Fig. 1: run 1, clock nets
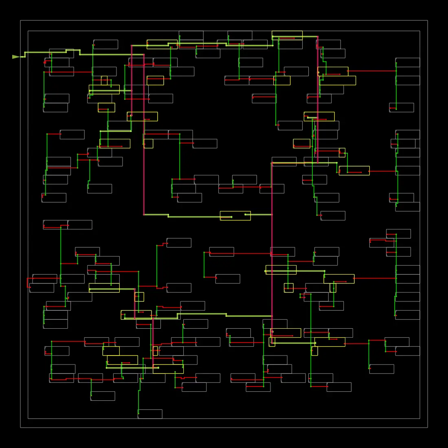
Fig. 2: run 1, routed metal, one color a layer
Scale bar: 20 um.
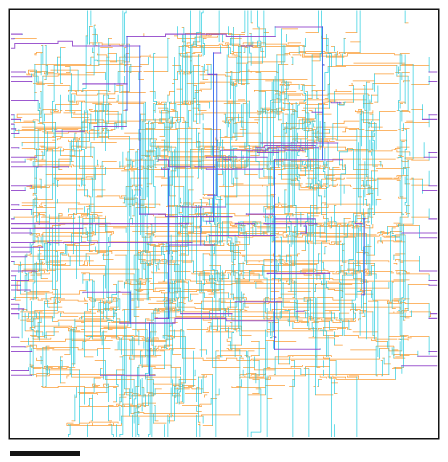
Fig. 3: run 1, I/O pins on the die edge
Pins as bars across the die edge, other pins in gray.
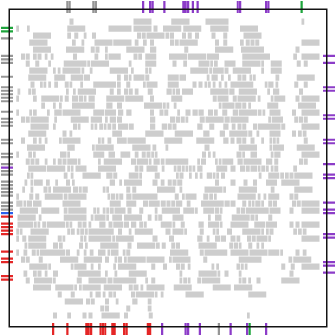
<file path="config.mk">
export PLATFORM = sky130hd
export DESIGN_NAME = inferencia_min_max_flat
export DESIGN_NICKNAME = d
export VERILOG_FILES = /design/src/rtl/inferencia_min_max_if.sv /design/src/rtl/inferencia_min_max.sv /design/src/flat_wrapper.sv
export SDC_FILE = /design/constraint.sdc
export NUM_CORES = 1
export LEC_CHECK = 0
export ABC_AREA = 1
export CORE_MARGIN = 2
export CORE_UTILIZATION = 45
export DETAILED_ROUTE_END_ITERATION = 10
export DONT_BUFFER_PORTS = 1
export GPL_TIMING_DRIVEN = 0
export PLACE_DENSITY_LB_ADDON = 0.12
export REMOVE_ABC_BUFFERS = 1
export SLEW_MARGIN = 20
export SYNTH_ARGS = -nofsm -noshare
export SYNTH_HDL_FRONTEND = slang
export SYNTH_SLANG_ARGS = --single-unit
</file>
<file path="constraint.sdc">
create_clock -name clk -period 5.05 [get_ports clk]
set_clock_uncertainty 0.1 [all_clocks]
set_input_delay 1.01 -clock clk [delete_from_list [all_inputs] [get_ports clk]]
set_output_delay 1.01 -clock clk [all_outputs]
set_load 0.01 [all_outputs]
</file>
<file path="src/rtl/inferencia_min_max_if.sv">
// rtl/inferencia_min_max_if.sv - sequencer/defuzzifier-side bus of the min-max inference stage
interface inferencia_min_max_if #(parameter int W = 8);
  logic           EN_REGRAS;
  logic [5:0]     regra;
  logic [3*W-1:0] mu_e;
  logic [3*W-1:0] mu_de;
  logic [5*W-1:0] forca;
  logic           valido;
  logic           erro;
  logic [3:0]     n_regras;

  modport master (
    output EN_REGRAS, regra, mu_e, mu_de,
    input  forca, valido, erro, n_regras
  );

  modport slave (
    input  EN_REGRAS, regra, mu_e, mu_de,
    output forca, valido, erro, n_regras
  );
endinterface

</file>
<file path="src/rtl/inferencia_min_max.sv">
// rtl/inferencia_min_max.sv - min-max fuzzy rule inference; rule counter enabled by FUZZY_CONTADOR_REGRAS_EN
module inferencia_min_max #(parameter int W = 8) (
  input logic                 clk,
  input logic                 rst,
  inferencia_min_max_if.slave bus
);
  typedef enum logic {IDLE, ACUM} state_t;

  state_t            state_q;
  logic [2:0][W-1:0] snap_e_q, snap_de_q;
  logic [4:0][W-1:0] acc_q, acc_d;
  logic [5*W-1:0]    forca_q;
  logic              valido_q, erro_q;

  logic [1:0]   idx_i, idx_j;
  logic [2:0]   k;
  logic [W-1:0] deg_e, deg_de, m;
  logic         rule_ok, do_start, do_end, do_rule;

  assign idx_i   = bus.regra[3:2];
  assign idx_j   = bus.regra[1:0];
  assign rule_ok = (idx_i != 2'd3) && (idx_j != 2'd3);
  assign k       = {1'b0, idx_i} + {1'b0, idx_j};

  // END outranks Start, which outranks a rule code
  assign do_end   = bus.EN_REGRAS && bus.regra[5] && (state_q == ACUM);
  assign do_start = bus.EN_REGRAS && !bus.regra[5] && bus.regra[4];
  assign do_rule  = bus.EN_REGRAS && !bus.regra[5] && !bus.regra[4] && (state_q == ACUM);

  always_comb begin
    case (idx_i)
      2'd0:    deg_e = snap_e_q[0];
      2'd1:    deg_e = snap_e_q[1];
      2'd2:    deg_e = snap_e_q[2];
      default: deg_e = '0;
    endcase
    case (idx_j)
      2'd0:    deg_de = snap_de_q[0];
      2'd1:    deg_de = snap_de_q[1];
      2'd2:    deg_de = snap_de_q[2];
      default: deg_de = '0;
    endcase
    m     = (deg_e < deg_de) ? deg_e : deg_de;
    acc_d = acc_q;
    for (int n = 0; n < 5; n++) begin
      if (k == 3'(n) && m > acc_q[n]) acc_d[n] = m;
    end
  end

  always_ff @(posedge clk) begin
    if (rst) begin
      state_q   <= IDLE;
      snap_e_q  <= '0;
      snap_de_q <= '0;
      acc_q     <= '0;
      forca_q   <= '0;
      valido_q  <= 1'b0;
      erro_q    <= 1'b0;
    end else begin
      valido_q <= 1'b0;
      if (do_end) begin
        forca_q  <= acc_q;
        valido_q <= 1'b1;
        state_q  <= IDLE;
      end else if (do_start) begin
        snap_e_q  <= bus.mu_e;
        snap_de_q <= bus.mu_de;
        acc_q     <= '0;
        erro_q    <= 1'b0;
        state_q   <= ACUM;
      end else if (do_rule) begin
        if (rule_ok) acc_q  <= acc_d;
        else         erro_q <= 1'b1;
      end
    end
  end

  assign bus.forca  = forca_q;
  assign bus.valido = valido_q;
  assign bus.erro   = erro_q;

`ifdef FUZZY_CONTADOR_REGRAS_EN
  logic [3:0] cnt_q, n_regras_q;

  always_ff @(posedge clk) begin
    if (rst) begin
      cnt_q      <= '0;
      n_regras_q <= '0;
    end else if (do_end) begin
      n_regras_q <= cnt_q;
    end else if (do_start) begin
      cnt_q <= '0;
    end else if (do_rule && rule_ok && cnt_q != 4'd15) begin
      cnt_q <= cnt_q + 4'd1;
    end
  end

  assign bus.n_regras = n_regras_q;
`else
  assign bus.n_regras = '0;
`endif
endmodule

</file>
<file path="src/flat_wrapper.sv">
// flat-port wrapper written by rule: the top's interface ports become plain ports
module inferencia_min_max_flat 
#(parameter int W = 8)
  (clk, rst, bus_EN_REGRAS, bus_regra, bus_mu_e, bus_mu_de, bus_forca, bus_valido, bus_erro, bus_n_regras);
  inferencia_min_max_if #(.W(W)) bus_i ();
  input logic clk;
  input logic rst;
  input wire logic [$bits(bus_i.EN_REGRAS)-1:0] bus_EN_REGRAS;
  input wire logic [$bits(bus_i.regra)-1:0] bus_regra;
  input wire logic [$bits(bus_i.mu_e)-1:0] bus_mu_e;
  input wire logic [$bits(bus_i.mu_de)-1:0] bus_mu_de;
  output wire logic [$bits(bus_i.forca)-1:0] bus_forca;
  output wire logic [$bits(bus_i.valido)-1:0] bus_valido;
  output wire logic [$bits(bus_i.erro)-1:0] bus_erro;
  output wire logic [$bits(bus_i.n_regras)-1:0] bus_n_regras;
  assign bus_i.EN_REGRAS = bus_EN_REGRAS;
  assign bus_i.regra = bus_regra;
  assign bus_i.mu_e = bus_mu_e;
  assign bus_i.mu_de = bus_mu_de;
  assign bus_forca = bus_i.forca;
  assign bus_valido = bus_i.valido;
  assign bus_erro = bus_i.erro;
  assign bus_n_regras = bus_i.n_regras;
  inferencia_min_max #(.W(W)) u_core (.clk(clk), .rst(rst), .bus(bus_i));
endmodule
</file>
==> results.toml, run 1 <==
# implementation run metrics
[run_status]
status = "finished, final reports clean"

[floorplan]
n_tap_cell = 180
core_area_mm2 = 0.01383
ioPinCount = 103
die_area_mm2 = 0.01509

[synthesis]
topCellsByArea = "dfxtp_1 (41%), ha_1 (9.4%), a21oi_1 (8.9%), nand2_1 (6.6%), nand3_1 (6.5%)"
yosysWarningCount = 0
ys_seq_share_pct = 41.25
synth.largest_area_cell = "dfxtp_1"
synthArstFlopShare_pct = 0
yosys-stat-area_mm2 = 0.006357
synth_flop_count = 131
fa_ha_area_share_pct = 9.762
synth-edff-count = 0
synth_cells = 823
ys_cells = 823
aoi_share_pct = 17.34
synth_area_per_cell_um2 = 7.725

[power]
cellPowerDensity_mw_per_mm2 = 416.0
combPwrFrac_pct = 24.3
switching_power_w = 0.0009286
p_seq_w = 0.00108
vdd.ir_drop.worst_mv = 0.2377
power_w = 0.002988
p_seq_share_pct = 36.3

[layout]
nets = 918
seq-cell-share_pct = 36.52
largest_class = "multi-input combinational cells"
fin_cells = 1005
lay_top_count = "dfxtp_1"
num-multi-input-gates = 556
seq_cell_count = 131
diodes = 0
seqCellArea_mm2 = 0.002623
final_core_util_pct = 51.94
comb_area_share_pct = 45.26
nNonClkBuffers = 9

[final_timing]
worstMarginPinSlew_ps = 920.6
setup_slack_ps = 260.3
hold_viol = 0
relSlewSlack_pct = 38.56

[setup_path]
crit_path_top_delay_cell = "and2_2"
reg2reg_to = "u_core.acc_q[15]$_SDFFE_PP0P_"
worst_ep_required_time_ps = 5260

[grt]
grtUsageMet1_pct = 27.00
antenna_found_initial = 0
met2_usage_pct = 36.81
grt_pass1_wl_mm = 25.56
busiest_layer = "met2"

[place]
portBuffers = 0
numPlacedInstances = 968

[worst_hold_path]
min_from = "u_core.snap_e_q[18]$_SDFFE_PP0P_"
min_to = "u_core.snap_e_q[18]$_SDFFE_PP0P_"

[cts]
cts.path.max_buffers = 2
cts_resized = 1
cts_tree = "done"

[detailed_routing]
route.met2.wl_mm = 7.746
dr.pass1.iters = 5
met1_length_mm = 7.029
wl_met3_um = 911
About Fig. 1:
clock network power: 0.00118 W
Clock Sinks: 131
TritonCTS buffer count: 17
clock buffer count: 23

About Fig. 2:
- purple: met3 (wire length 912 um)
- orange: met1 (wire length 7,030 um)
- cyan: met2 (wire length 7,750 um)
- blue: met4 (wire length 344 um)
All-Layer GR Usage: 22.03%
vias: 5,548
final WL: 16.03 mm
routed length per instance: 15.95 um

About Fig. 3:
- green: bus_n_regras (pins 4; direction output; edge 2 west, 1 south, 1 north)
- purple: bus_forca (pins 40; direction output; edge 19 east, 13 north, 7 south, 1 west)
- red: bus_mu_de (pins 24; direction input; edge 14 south, 10 west)
- blue: bus_erro (pins 1; direction output; edge west)
- all pins by edge: 43 west, 23 south, 19 east, 18 north

Fig. 4: run 1, routed clock nets over the placement
Scale bar: 20 um.
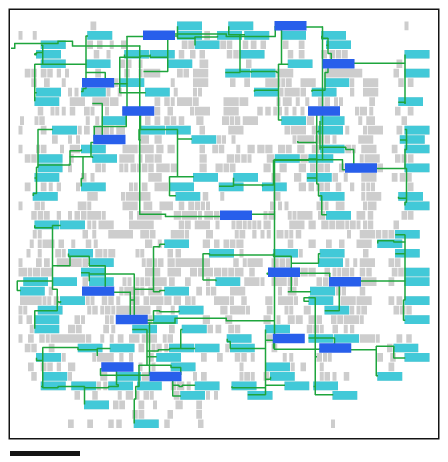

==> run 2, diff against run 1 <==
--- a/config.mk
+++ b/config.mk
@@ -7,3 +7,2 @@
 export LEC_CHECK = 0
-export ABC_AREA = 1
 export CORE_MARGIN = 2
==> constraint.sdc (replaced) <==
create_clock -name clk -period 5.05 [get_ports clk]
set_clock_uncertainty 0.1 [all_clocks]
set_input_delay 0.7575 -clock clk [delete_from_list [all_inputs] [get_ports clk]]
set_output_delay 0.7575 -clock clk [all_outputs]
set_load 0.01 [all_outputs]
Fig. 5: run 2, routed clock nets over the placement
Scale bar: 20 um.
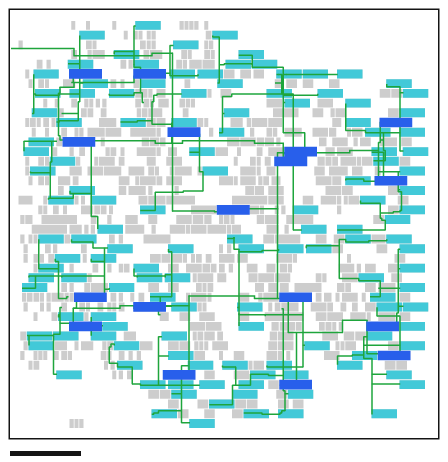
- green: clock wires (length 1,710 um)
- blue: cells driving clock nets (count 17)
- cyan: flip-flops (count 131)
- flops lie: widely spread

==> run 2 against run 1 <==
- hold slack lost 54 ps
- count of clock-buffer cells in the layout is the same
- non-clock buffer count is the same
- critical path depth shrank 3
- area after synthesis shrank 4.9%
- setup slack lost 1.6 ps
- critical endpoint is now u_core.acc_q[28]$_SDFFE_PP0P_
- register-to-register slack lost 420 ps
- synthesized cell count shrank 21%
- fmax is essentially flat
==> results.toml, run 2 <==
# implementation run metrics
[floorplan]
die_area_mm2 = 0.01438
dieWidth_um = 119.9
ioPinCount = 103
rows = 42
core_area_mm2 = 0.01319
n_tap_cell = 176
fp_util_pct = 45.85
die_height_um = 119.9

[layout]
fin_cells = 837
seq_cell_count = 131
nets = 754
seq-cell-share_pct = 38.19
clock_area_share_pct = 8.382
lay_top_count = "dfxtp_1"
lay_top_cells = "dfxtp_1 (131), nand2_1 (115), a21oi_1 (63)"
final_cell_area_mm2 = 0.006867
fillers = 1226
final-nonclk-buf-share_pct = 1.968
final-comb-area_mm2 = 0.003110
seqCellArea_mm2 = 0.002623
comb_area_share_pct = 45.30
largest_class = "multi-input combinational cells"
clkbuf_count = 23
final_core_util_pct = 52.06
area_delta_synth_final_pct = 13.55
nNonClkBuffers = 9
num-multi-input-gates = 435
layout-drive-gt1-share_pct = 11.20
diodes = 0

[grt]
busiest_layer = "met2"
use_met3_pct = 8.603
grt_usage_pct = 20.38
grtUsageMet1_pct = 24.72
met2_usage_pct = 32.85
grt_max_degree = 53
grt_pass1_wl_mm = 22.96
antenna_found_initial = 0
overflow = 0

[power]
power-top-group = "the clock network"
internal-power_w = 0.001893
cellPowerDensity_mw_per_mm2 = 364.0
switching_power_w = 0.0006062
pwr.group.clock_w = 0.00118
p_seq_w = 0.00105
combPwrFrac_pct = 10.6
powerComb_w = 0.000264
p_sw_share_pct = 24.26
p_leak_nw = 2.622
p_seq_share_pct = 42.2
vdd.ir_drop.worst_mv = 0.2227
power_w = 0.002499

[setup_path]
critical_path.cell_chain = "nor2b_2 > nand2_1 > o21ai_0 > ha_1 > a211oi_1 > o2111ai_2 > o22ai_4 > buf_4 > mux2i_2 > inv_2 > ha_1 > nor2b_1 > o211ai_1 > a21oi_1 > a2111oi_2 > o31a_1 > a22o_1"
worstReg2RegStart = "u_core.snap_de_q[3]$_SDFFE_PP0P_"
cp_max_fo = 11
startpoint_type = "input pin"
crit_top_cell = "ha_1"
critPathCapture = "u_core.acc_q[28]$_SDFFE_PP0P_"
cp_slowest_stage_delay_ps = 500
crit_type = "input pin to flop"
worst_ep_required_time_ps = 5310
rr_worst_depth = 17
crit_path_top_delay_cell = "a2111oi_2"
crit_arrival_ps = 5050
cp-end-kind = "flop"
reg2reg_to = "u_core.acc_q[28]$_SDFFE_PP0P_"
path_delay_family = "AND-OR/OR-AND gates"
r2r_slack_ps = 360
path_depth = 17
crit_start = "bus_regra[2]"

[worst_hold_path]
hold_path_class = "input pin to flop"
min_to = "u_core.snap_e_q[5]$_SDFFE_PP0P_"
hold_depth = 1
min_from = "rst"

[detailed_routing]
dr.pass1.iters = 5
ant_nets = 0
route.met2.wl_mm = 6.617
wirelength_mm = 14.04
drtIter0Drc = 310
num_vias = 4667
drc_errors = 0
met1_length_mm = 6.308
vias_per_cell = 5.576
wl_per_cell_um = 16.78
highest_layer = "met4"
wl_met3_um = 924

[synthesis]
ys_seq_share_pct = 43.37
synthTopCellsByCount = "dfxtp_1 (131), nand2_1 (115), a21oi_1 (63)"
synth_flop_count = 131
synthTopLogicFamily = "AND-OR/OR-AND gates"
synthArstFlopShare_pct = 0
synth-edff-count = 0
yosys-stat-area_mm2 = 0.006047
top_cell_area_share_pct = 43.37
fa_ha_area_share_pct = 10.26
synth_cells = 654
ys_sh_simple_pct = 12.12
yosysMostFrequentCell = "dfxtp_1"
ys.flop_type = "dfxtp_1"
synth_area_mm2 = 0.006047
xor_area_share_pct = 0
mux_share_pct = 3.931
ys_cells = 654
aoi_share_pct = 23.84
synth_cell_type_count = 53
topCellsByArea = "dfxtp_1 (43%), ha_1 (9.9%), a22o_1 (8.3%), nand2_1 (7.1%), a21oi_1 (5.2%)"
synth_area_per_cell_um2 = 9.246
yosysWarningCount = 0
synth.largest_area_cell = "dfxtp_1"

[cts]
cts_tree = "done"
clkTransAtPathRegs_ps = 50
ctsRootBufferMaster = "clkbuf_16"
cts_resized = 7
post_cts_buffers = 0
insertion_delay_ps = 420
h-tree-depth = 4
cts_sinks = 131
cts-buffers-inserted = 17
cts.path.max_buffers = 2

[final_timing]
tns_ps = 0
hold_viol = 0
post-route-period-util_pct = 94.88
setup_slack_ps = 258.7
worstMarginPinSlew_ps = 792.0
relSlewSlack_pct = 46.97
min_period_ps = 4791

[place]
place_hpwl_mm = 10.23
portBuffers = 0
globalplace.congestion = 0.8543
numPlacedInstances = 802

[run_status]
status = "finished, final reports clean"

[job]
openroad.warnings = 25
cap_violations = 0
Power is estimated from default activity; no workload was simulated.
